Logic cells by family:
Drawn at 6 px/um.
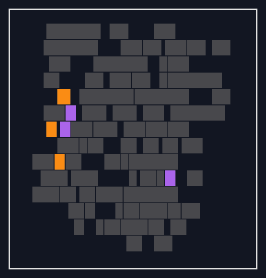
Power grid:
Drawn at 8 px/um. Pins as bars on the die edge.
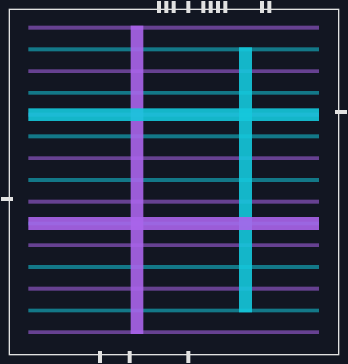
`src/rtl/seg7_pkg.sv`:
```
// Shared seven-segment types, constants and the 0-F font.
// Latency: n/a (types and a pure function only).
// Backpressure: n/a.
package seg7_pkg;

    // Segment pattern, a is the MSB, g the LSB; 1 = lit.
    typedef logic [6:0] seg_t;

    localparam seg_t SEG_DARK = 7'b0000000;
    localparam seg_t SEG_ALL  = 7'b1111111;

    // Hex font: uppercase A, C, E, F and lowercase b, d.
    function automatic seg_t seg7_font(input logic [3:0] nibble);
        seg_t pat;
        case (nibble)
            4'h0: pat = 7'b1111110;
            4'h1: pat = 7'b0110000;
            4'h2: pat = 7'b1101101;
            4'h3: pat = 7'b1111001;
            4'h4: pat = 7'b0110011;
            4'h5: pat = 7'b1011011;
            4'h6: pat = 7'b1011111;
            4'h7: pat = 7'b1110000;
            4'h8: pat = 7'b1111111;
            4'h9: pat = 7'b1111011;
            4'ha: pat = 7'b1110111;
            4'hb: pat = 7'b0011111;
            4'hc: pat = 7'b1001110;
            4'hd: pat = 7'b0111101;
            4'he: pat = 7'b1001111;
            4'hf: pat = 7'b1000111;
        endcase
        return pat;
    endfunction

endpackage

```
`src/rtl/seg7_font_rom.sv`:
```
// Combinational nibble-to-segment lookup, shareable by multi-digit scanners.
// Latency: zero cycles (pure combinational).
// Backpressure: none; output follows input.
module seg7_font_rom
    import seg7_pkg::*;
(
    input  logic [3:0] nibble,
    output seg_t       pattern
);

    assign pattern = seg7_font(nibble);

endmodule

```
`src/rtl/wokwi_seven_segment.sv`:
```
// Registered hex-to-seven-segment decoder with blank and lamp-test overrides.
// Latency: one clock from inputs to segment outputs.
// Backpressure: none; every rising edge loads the current inputs.
module wokwi_seven_segment
    import seg7_pkg::*;
#(
    parameter bit ACTIVE_LOW = 1'b0
) (
    input  logic clk,
    input  logic rst,
    input  logic in0,
    input  logic in1,
    input  logic in2,
    input  logic in3,
    input  logic lamp_test,
    input  logic blank,
    output logic a,
    output logic b,
    output logic c,
    output logic d,
    output logic e,
    output logic f,
    output logic g
);

    // Output polarity mask; common-anode boards invert every segment.
    localparam seg_t POL_MASK = {7{ACTIVE_LOW}};

    logic [3:0] nibble;
    seg_t       font_pat;
    seg_t       sel_pat;
    seg_t       seg_q;

    assign nibble = {in3, in2, in1, in0};

    seg7_font_rom u_font (
        .nibble  (nibble),
        .pattern (font_pat)
    );

    // Override priority: blank beats lamp test, lamp test beats the font.
    always_comb begin
        sel_pat = font_pat;
        if (blank) begin
            sel_pat = SEG_DARK;
        end else if (lamp_test) begin
            sel_pat = SEG_ALL;
        end
    end

    // Output register; reset shows a dark display at the board's polarity.
    always_ff @(posedge clk or posedge rst) begin
        if (rst) begin
            seg_q <= SEG_DARK ^ POL_MASK;
        end else begin
            seg_q <= sel_pat ^ POL_MASK;
        end
    end

    assign {a, b, c, d, e, f, g} = seg_q;

endmodule

```
`config.mk`:
```
export PLATFORM = sky130hd
export DESIGN_NAME = wokwi_seven_segment
export DESIGN_NICKNAME = d
export VERILOG_FILES = /design/src/rtl/seg7_pkg.sv /design/src/rtl/seg7_font_rom.sv /design/src/rtl/wokwi_seven_segment.sv
export SDC_FILE = /design/constraint.sdc
export NUM_CORES = 1
export LEC_CHECK = 0
export CORE_AREA = 2 2 39 41
export CTS_CLUSTER_SIZE = 8
export DETAILED_ROUTE_END_ITERATION = 16
export DIE_AREA = 0 0 41 43
export GPL_ROUTABILITY_DRIVEN = 0
export PLACE_DENSITY = 0.67
export SKIP_LAST_GASP = 1
export SLEW_MARGIN = 30
export SYNTH_ARGS = -nofsm -noshare
export SYNTH_HDL_FRONTEND = slang
export SYNTH_HIERARCHICAL = 1
export SYNTH_SLANG_ARGS = --single-unit
```
`constraint.sdc`:
```
create_clock -name clk -period 1.6 [get_ports clk]
set_clock_uncertainty 0.2 [all_clocks]
set_input_delay 0.32 -clock clk [delete_from_list [all_inputs] [get_ports clk]]
set_output_delay 0.32 -clock clk [all_outputs]
set_load 0.01 [all_outputs]
```
==> impl_metrics.ini <==
; yosys + openroad results
[status]
outcome = complete, no violations

[timing]
hold_viol_final = 0
setup_viol = 0
slew_headroom_pct = 82.8
maxSlewViolCount = 0
whs_ps = 99.7
period_used_pct = 95.0
timing.final.ws_setup_ps = 80.1

[place]
placedCellCount = 88
dp_slack_ps = -543

[clocking]
cts_tree = done
clock_tree.buffer_depth = 2
clockRootBuffer = clkbuf_4

[cells_and_area]
top_regs = seg_q (7)
nets = 92
finish.instance_area_um2 = 786
fillerInstances = 126
top_register = seg_q
area_delta_synth_final_pct = 46.4

[hold_path]
hold_class = in2async

[power_and_ir_drop]
p_per_area_nw_per_um2 = 632
ir_worst_vdd_mv = 0.388

[critical_path]
cp_cell_sequence = clkdlybuf4s50_1 > buf_4 > nor2b_1 > o32a_1 > o21ba_1
arrival_ps = 1460
crit_slowest_cell = clkdlybuf4s50_1

[routing]
ant_nets = 0
wl_met1_um = 431
wl_met3_um = 30
viasPerCell = 4.78
met2_length_um = 596
drt_pre_antenna_iters = 4

[yosys]
async_flop_share_pct = 100
yosys-top-cells-area = dfrtp_1 33%, ha_1 16%, o21ba_1 11%, mux2_2 6.3%, mux4_1 4.9%
yosys_warnings = 6
ys.flop_type = dfrtp_1
yosys.stat.seqShare_pct = 32.6
synth-edff-count = 0
fp_nets = 63

[run]
warning_count = 33
maxCapViolCount = 0

[global_route]
gr-usage-met3_pct = 6.28
busiest_layer = met2
grt-ovfl-total = 0
use_met1_pct = 16.3
grt_pass1_vias = 421

[floorplan]
die_h_um = 43
ioPinCount = 15
die_x_um = 41
About 'logic cells by family':
purple -> inverting AOI/OAI gates  # cells 3
orange -> NOR gates  # cells 3

About 'power grid':
cyan -> VDD
purple -> VSS
rows = 14
met1 rails = 15
met5 straps = 2

## layout make-up
cell class | instances | area (um2) | area share [%]
Inverter | 6 | 22.5 | 2.87
Clock buffer | 4 | 26.3 | 3.34
Tap cell | 16 | 20.0 | 2.55
Timing Repair Buffer | 26 | 210 | 26.8
Multi-Input combinational cell | 33 | 332 | 42.2
Sequential cell | 7 | 175 | 22.3
## worst max path at each step
stage          from  slack, ps        to  cells past startpoint
2_1_floorplan   in0          2  seg_q[3]                      4
3_3_place_gp    in0       -540  seg_q[3]                      5
3_5_place_dp    in0       -540  seg_q[2]                      7
4_1_cts         in0        -20  seg_q[3]                      7
5_1_grt         in2         40  seg_q[2]                      5
6_report        in2         80  seg_q[2]                      5
## cells in the final DEF, fill, tap and decap left out
master           count
a21oi_1              3
a31o_1               1
buf_4               12
clkbuf_1             1
clkbuf_2             2
clkbuf_4             3
clkdlybuf4s50_1      4
dfrtp_1              7
dlygate4sd2_1        8
ha_1                 6
ha_4                 1
inv_1                4
inv_2                2
mux2_2               3
mux2i_1              2
mux4_2               1
nand2_1              1
nand2b_1             1
nand3b_1             1
nor2b_1              1
nor3_1               2
o21ba_1              6
o21ba_2              1
o31a_2               1
o32a_1               1
or2b_1               1
## power by group
group | total, mW | switching, mW | internal, mW
clock network | 0.158 | 0.0634 | 0.0951
registers | 0.192 | 0.00243 | 0.190
logic | 0.146 | 0.0622 | 0.0834
total | 0.496 | 0.128 | 0.368
## logic make-up (layout without fill, tap and decap cells)
logic type	count (synthesis)	in the layout	synth area share (%)
flops	7	7	32.6
compound gates	13	13	21.2
fa+ha+maj	7	7	16.3
mux	6	6	14.9
simple gates	7	7	7.69
buf+inv	8	36	7.22
## what timing repair did
item                                    CTS  global route
endpoints found under the setup margin   14             5
endpoints found under the hold margin     0             0
gates resized                            13             3
pin swaps                                 1             0
No activity file was given, so power comes from the tool's default toggle rates.
